## config.mk

```make
export PLATFORM = sky130hd
export DESIGN_NAME = sync_controller
export DESIGN_NICKNAME = d
export VERILOG_FILES = /design/src/rtl/sync_controller_pkg.sv /design/src/rtl/sync_controller_hypothesis_stepper.sv /design/src/rtl/sync_controller.sv
export SDC_FILE = /design/constraint.sdc
export NUM_CORES = 1
export LEC_CHECK = 0
export CORE_ASPECT_RATIO = 1.2
export CORE_MARGIN = 2
export CORE_UTILIZATION = 46
export DETAILED_ROUTE_END_ITERATION = 10
export DONT_BUFFER_PORTS = 1
export PLACE_DENSITY = 0.59
export SKIP_CTS_REPAIR_TIMING = 1
export SLEW_MARGIN = 20
export SYNTH_ARGS = -nofsm -noshare
export SYNTH_HDL_FRONTEND = slang
export SYNTH_SLANG_ARGS = --single-unit
export TNS_END_PERCENT = 50
```

## constraint.sdc

```tcl
create_clock -name clk -period 3.9 [get_ports clk]
set_clock_uncertainty 0.2 [all_clocks]
set_input_delay 0.78 -clock clk [delete_from_list [all_inputs] [get_ports clk]]
set_output_delay 0.78 -clock clk [all_outputs]
set_load 0.05 [all_outputs]
```

## src/rtl/sync_controller_pkg.sv

```systemverilog
// Shared definitions for the sync acquisition / lock-tracking controller.
// Contents:
//   - counter and index widths
//   - FSM state encodings
//   - deperforator state count by code rate
//   - saturating increment helper for the 4-bit hysteresis counters
package sync_ctrl_pkg;

   localparam int CNT_W    = 4;   // confirm / miss / settle counters
   localparam int PHASE_W  = 2;   // LLR phase hypothesis index
   localparam int DEPERF_W = 3;   // deperforator hypothesis index

   typedef logic [1:0] sync_state_t;

   localparam logic [1:0] ST_SEARCH   = 2'd0;
   localparam logic [1:0] ST_CONFIRM  = 2'd1;
   localparam logic [1:0] ST_LOCKED   = 2'd2;
   localparam logic [1:0] ST_FLYWHEEL = 2'd3;

   // Number of deperforator hypotheses for a given code rate.
   function automatic logic [DEPERF_W-1:0] deperf_states(input logic [1:0] code_rate);
      logic [DEPERF_W-1:0] d;
      case (code_rate)
         2'd0:    d = 3'd1;
         2'd1:    d = 3'd2;
         2'd2:    d = 3'd3;
         default: d = 3'd7;
      endcase
      return d;
   endfunction

   // Increment that sticks at all-ones instead of wrapping.
   function automatic logic [CNT_W-1:0] sat_inc(input logic [CNT_W-1:0] v);
      return (v == '1) ? v : v + CNT_W'(1);
   endfunction

endpackage

```

## src/rtl/sync_controller_hypothesis_stepper.sv

```systemverilog
// Hypothesis stepper: walks the LLR phase index first, then the deperforator
// index, one position per step request.
// Ports:
//   clk, reset_n      clock, asynchronous active-low reset
//   clear             synchronous return of both indexes to 0, no pulses
//   step              one-cycle request to advance to the next hypothesis
//   code_rate         selects the deperforator hypothesis count
//   next_phase        one-cycle kick to the LLR former
//   deperf_next       one-cycle kick to the deperforator
//   sweep_done        one-cycle pulse when the deperforator index wraps to 0
//   phase_idx         current phase hypothesis
//   deperf_idx        current deperforator hypothesis
module hypothesis_stepper
   import sync_ctrl_pkg::*;
#(
   parameter int NUM_PHASES = 4
) (
   input  logic                clk,
   input  logic                reset_n,
   input  logic                clear,
   input  logic                step,
   input  logic [1:0]          code_rate,
   output logic                next_phase,
   output logic                deperf_next,
   output logic                sweep_done,
   output logic [PHASE_W-1:0]  phase_idx,
   output logic [DEPERF_W-1:0] deperf_idx
);

   localparam logic [PHASE_W-1:0] LAST_PHASE = PHASE_W'(NUM_PHASES - 1);

   logic [DEPERF_W:0] deperf_inc;
   logic              deperf_wrap;

   // One extra bit so the compare against the state count cannot overflow.
   assign deperf_inc  = {1'b0, deperf_idx} + (DEPERF_W+1)'(1);
   assign deperf_wrap = deperf_inc >= {1'b0, deperf_states(code_rate)};

   always_ff @(posedge clk or negedge reset_n) begin
      if (!reset_n) begin
         next_phase  <= 1'b0;
         deperf_next <= 1'b0;
         sweep_done  <= 1'b0;
         phase_idx   <= '0;
         deperf_idx  <= '0;
      end else begin
         next_phase  <= 1'b0;
         deperf_next <= 1'b0;
         sweep_done  <= 1'b0;
         if (clear) begin
            phase_idx  <= '0;
            deperf_idx <= '0;
         end else if (step) begin
            if (phase_idx < LAST_PHASE) begin
               phase_idx  <= phase_idx + PHASE_W'(1);
               next_phase <= 1'b1;
            end else begin
               phase_idx   <= '0;
               deperf_next <= 1'b1;
               if (deperf_wrap) begin
                  deperf_idx <= '0;
                  sweep_done <= 1'b1;
               end else begin
                  deperf_idx <= deperf_inc[DEPERF_W-1:0];
               end
            end
         end
      end
   end

endmodule

```

## src/rtl/sync_controller.sv

```systemverilog
// Sync acquisition and lock-tracking controller. Judges each measurement
// period's error count, runs SEARCH/CONFIRM/LOCKED/FLYWHEEL with confirm and
// miss hysteresis, and requests hypothesis steps followed by a settle blanking.
// Ports:
//   clk, reset_n         clock, asynchronous active-low reset
//   i_enable             0 holds everything in SEARCH / zero
//   i_code_rate          deperforator state count select; a change restarts
//   i_period_vld         end-of-period strobe
//   i_err_cnt            error count of the finished period
//   i_lock_thr           period is good when i_err_cnt < i_lock_thr
//   i_confirm_num        good periods needed to lock (0 acts as 1)
//   i_miss_num           bad periods in lock needed to drop it (0 acts as 1)
//   i_settle_num         strobes ignored after each step
//   o_next_phase         kick to LLR former
//   o_deperf_next_st     kick to deperforator
//   o_sweep_done         full sweep exhausted without lock
//   o_is_sync            high in LOCKED or FLYWHEEL
//   o_phase_idx          current phase hypothesis
//   o_deperf_idx         current deperforator hypothesis
//   o_state              FSM state
module sync_controller
   import sync_ctrl_pkg::*;
#(
   parameter int SYNC_PERIOD_WIDTH = 24,
   parameter int NUM_PHASES        = 4
) (
   input  logic                         clk,
   input  logic                         reset_n,
   input  logic                         i_enable,
   input  logic [1:0]                   i_code_rate,
   input  logic                         i_period_vld,
   input  logic [SYNC_PERIOD_WIDTH-1:0] i_err_cnt,
   input  logic [SYNC_PERIOD_WIDTH-1:0] i_lock_thr,
   input  logic [3:0]                   i_confirm_num,
   input  logic [3:0]                   i_miss_num,
   input  logic [3:0]                   i_settle_num,
   output logic                         o_next_phase,
   output logic                         o_deperf_next_st,
   output logic                         o_sweep_done,
   output logic                         o_is_sync,
   output logic [1:0]                   o_phase_idx,
   output logic [2:0]                   o_deperf_idx,
   output logic [1:0]                   o_state
);

   sync_state_t      state_reg, state_next;
   logic [CNT_W-1:0] good_reg, good_next;
   logic [CNT_W-1:0] miss_reg, miss_next;
   logic [CNT_W-1:0] settle_reg, settle_next;
   logic [1:0]       rate_reg;
   logic             rate_change, clear, good, step;
   logic [CNT_W-1:0] confirm_eff, miss_eff, good_inc, miss_inc;

   assign rate_change = i_code_rate != rate_reg;
   assign clear       = rate_change || !i_enable;
   assign good        = i_err_cnt < i_lock_thr;
   assign confirm_eff = (i_confirm_num == '0) ? CNT_W'(1) : i_confirm_num;
   assign miss_eff    = (i_miss_num == '0) ? CNT_W'(1) : i_miss_num;
   assign good_inc    = sat_inc(good_reg);
   assign miss_inc    = sat_inc(miss_reg);

   always_comb begin
      state_next  = state_reg;
      good_next   = good_reg;
      miss_next   = miss_reg;
      settle_next = settle_reg;
      step        = 1'b0;
      if (clear) begin
         state_next  = ST_SEARCH;
         good_next   = '0;
         miss_next   = '0;
         settle_next = '0;
      end else if (i_period_vld && settle_reg != '0) begin
         // Blanking after a step: the strobe only counts down.
         settle_next = settle_reg - CNT_W'(1);
      end else if (i_period_vld) begin
         case (state_reg)
            ST_SEARCH: begin
               if (good) begin
                  good_next  = CNT_W'(1);
                  state_next = (confirm_eff == CNT_W'(1)) ? ST_LOCKED : ST_CONFIRM;
               end else begin
                  step = 1'b1;
               end
            end
            ST_CONFIRM: begin
               if (good) begin
                  good_next = good_inc;
                  if (good_inc >= confirm_eff) state_next = ST_LOCKED;
               end else begin
                  step       = 1'b1;
                  good_next  = '0;
                  state_next = ST_SEARCH;
               end
            end
            ST_LOCKED: begin
               if (!good) begin
                  if (miss_eff == CNT_W'(1)) begin
                     miss_next  = '0;
                     state_next = ST_SEARCH;
                  end else begin
                     miss_next  = CNT_W'(1);
                     state_next = ST_FLYWHEEL;
                  end
               end
            end
            default: begin   // ST_FLYWHEEL
               if (good) begin
                  miss_next  = '0;
                  state_next = ST_LOCKED;
               end else if (miss_inc >= miss_eff) begin
                  // Lock lost: re-evaluate the current hypothesis before stepping.
                  miss_next  = '0;
                  state_next = ST_SEARCH;
               end else begin
                  miss_next = miss_inc;
               end
            end
         endcase
         if (state_next != ST_CONFIRM) good_next = (state_next == ST_SEARCH || state_next == ST_LOCKED) ? '0 : good_next;
         if (step) settle_next = i_settle_num;
      end
   end

   always_ff @(posedge clk or negedge reset_n) begin
      if (!reset_n) begin
         state_reg  <= ST_SEARCH;
         good_reg   <= '0;
         miss_reg   <= '0;
         settle_reg <= '0;
         rate_reg   <= '0;
      end else begin
         state_reg  <= state_next;
         good_reg   <= good_next;
         miss_reg   <= miss_next;
         settle_reg <= settle_next;
         rate_reg   <= i_code_rate;
      end
   end

   hypothesis_stepper #(
      .NUM_PHASES (NUM_PHASES)
   ) u_stepper (
      .clk         (clk),
      .reset_n     (reset_n),
      .clear       (clear),
      .step        (step),
      .code_rate   (i_code_rate),
      .next_phase  (o_next_phase),
      .deperf_next (o_deperf_next_st),
      .sweep_done  (o_sweep_done),
      .phase_idx   (o_phase_idx),
      .deperf_idx  (o_deperf_idx)
   );

   assign o_state   = state_reg;
   assign o_is_sync = (state_reg == ST_LOCKED) || (state_reg == ST_FLYWHEEL);

endmodule

```

Figure 1. Met1 routing.
The bar under the picture is 20 µm long.
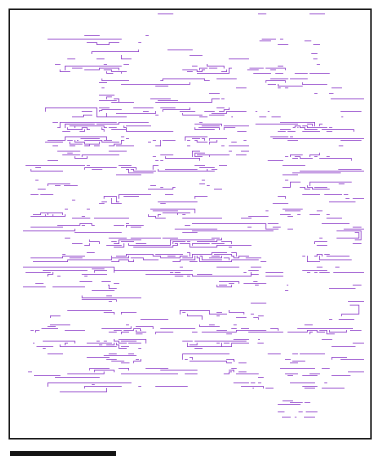
nets with wire on the layer	341
longest straight run	17.0 µm
Vias: 1840
detailed-route wire length: 4500 µm

Figure 2. M2 wires.
The bar under the picture is 20 µm long. Cells faint in the background.
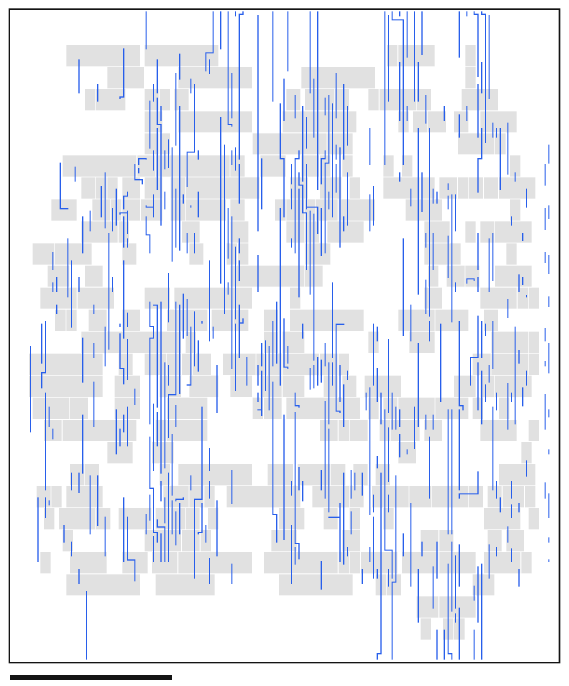
longest straight run	26.5 µm
main direction	vertical
nets with wire on the layer	296
share of all routed wire	49%
wire length on this layer	2210 µm

==> metrics.cfg <==
[yosys]
syn-num-nets = 371
yosysWarningCount = 0
synth_flops = 24
yosysTopAreaCell = dfrtp_1
avgSynthCellArea_um2 = 8.45
yosysSeqAreaShare = 0.268
async_flop_share = 1.00
area_leaders = dfrtp_1, ha_1, inv_1
yosys_area_um2 = 2240
ys_cells = 265
edf_count = 0
top_cells_by_count = ha_1, inv_1, a21oi_1, dfrtp_1, nand2_1
syn_area_um2 = 2240
synthCells = 265
top_cell = ha_1
yosysUniqueCellTypes = 46
ff_type = dfrtp_1
netlist.area_leader.share = 0.268

[placed_design]
place_area_um2 = 2300
place.gp.congestion = 0.738
post-dp-hpwl_um = 3680
dp.cells = 320
portBuffers = 0
place_ws_ns = 0.548

[sta]
min_period_over_period = 0.810
setup_ws_ns = 0.742
max_freq_mhz = 317
hold_violations = 0
timing.hold.ws_ns = 0.110
slew_headroom = 0.550
rsz0062_at_grt = no
setup-violations-final = 0
post-route-min-period_ns = 3.16
tightest_slew_ns = 0.675
drv_slew = 0
tns_ns = 0

[final_layout]
final_area_um2 = 2370
nClkBuffers = 4
utilization = 0.513
lay_top_cells = ha_1, inv_1, a21oi_1, dfrtp_1, nand2_1
mi_logic_area_um2 = 1480
logic_gate_count = 200
flops = 24
syn_to_final_growth_pct = 5.98
clkCellAreaFrac = 0.0232
seq_share = 0.254
diodes = 0
bufAreaShareNonClock = 0.0116
n_all_inverters = 37
fillCellCount = 436
dominant_cells = combinational gates
lay_top_count = ha_1
comb_area_share = 0.623
layout.nets = 374
drive_above_1_share = 0.0674
instances_no_fill = 325
buffers = 2
regArea_um2 = 602

[pwr]
netSwitchingFraction = 0.286
p_comb_frac = 0.223
ir_drop_mv = 0.156
comb-power_uw = 124
seqPwrFrac = 0.470
switchingPower_uw = 159
total_power_uw = 556
p_int_uw = 397
pg_clk_uw = 171
pwr_density_cell_nw_per_um2 = 234
p_clk_frac = 0.307
seq_cell_power_uw = 261
power.leakage_uw = 0.00121
power_leader = sequential cells

[grt]
antenna_found_initial = 0
grt_use_total = 0.173
grt_pass1_vias = 1768
use_met1 = 0.200
busiest_layer = met2
grt_max_degree = 25
grt-ovfl-total = 0
grt_use_met2 = 0.315
grt_pass1_wl_um = 7350
met3_usage = 0.0308

[detailed_routing]
wl_met2_um = 2210
routedWlPerCell_um = 13.8
maxUsedRoutingLayer = met4
drc_errors = 0
drt_iter0_drc = 16
dr_wl_met3_um = 305
wl_met1_um = 1940
final_antenna_net_count = 0
dr.pass1.iters = 4
vias_per_cell = 5.66

[worst_setup_path]
crit_type = reg -> reg
r2r_setup_slack_ns = 0.74
timing.critical_path.slowest_stage_cell = dfrtp_1
max_stage_delay_ns = 0.44
startpoint_type = flop
worst-path-stages = 12
crit_chain = ha_1 > nand3_1 > and2_1 > or2_2 > ha_1 > nand2b_1 > a21o_1 > a21oi_1 > o21ai_0 > nor3_1 > and3_1 > a22o_1
reg2reg_depth = 12
reg2reg_from = good_reg[0]
cp_common_cell = ha_1
cp_data_required_time_ns = 3.91
worstPathArrival_ns = 3.17
crit_path_end_kind = flop
critical_path_buf_inv_count = 0
crit_fanout = 6
cp_top_family = simple AND/OR/NAND/NOR gates
r2r-end = good_reg[3]

[die]
rows = 27
core-area_um2 = 4630
io_pins = 77
fp-utilization = 0.484
tap_cells = 58
fp.dieW_um = 67.7
die-height_um = 80.4
die-area_um2 = 5450

[cts]
cts.clk_slew.worst_paths_ns = 0.08
clock-sinks = 24
h-tree-depth = 1
cts_max_path_buffers = 2
cts_root_buf = clkbuf_8
cts_made_buffers = 3
insertion_delay_ns = 0.27
cts_tree = yes

[status]
outcome = finished, final reports clean

[job]
drv_cap = 0
warning_count = 27

[min_path]
min_path_type = in -> async

Figure 3. Metal 3.
The bar under the picture is 20 µm long. Cells faint in the background.
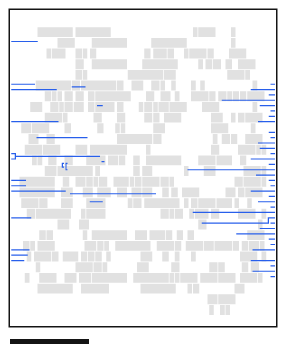
main direction	horizontal
wire length on this layer	306 µm
longest straight run	22.0 µm
share of all routed wire	6.8%

[how the worst max path moves through the flow]
stage                               from                       to  slack, ns
after detailed placement  i_lock_thr[11]  u_stepper.deperf_idx[2]       0.55
after global routing         good_reg[0]              good_reg[1]       0.49
after floorplan            i_lock_thr[1]              good_reg[2]       1.02
after CTS                    good_reg[0]              good_reg[3]       0.71
final                        good_reg[0]              good_reg[3]       0.74
after global placement    i_lock_thr[11]  u_stepper.deperf_idx[2]       0.64
[kinds of logic after synthesis]
| family | count (synthesis) | share of synthesized area |
|---|---|---|
| xor gates and xnor gates | 5 | 0.0196 |
| AOI/OAI and AO/OA | 63 | 0.187 |
| adders and majority gates | 40 | 0.223 |
| DFF | 24 | 0.268 |
| muxes | 6 | 0.0279 |
| and+or+nand+nor | 86 | 0.202 |
| buffers and inverters | 41 | 0.0721 |
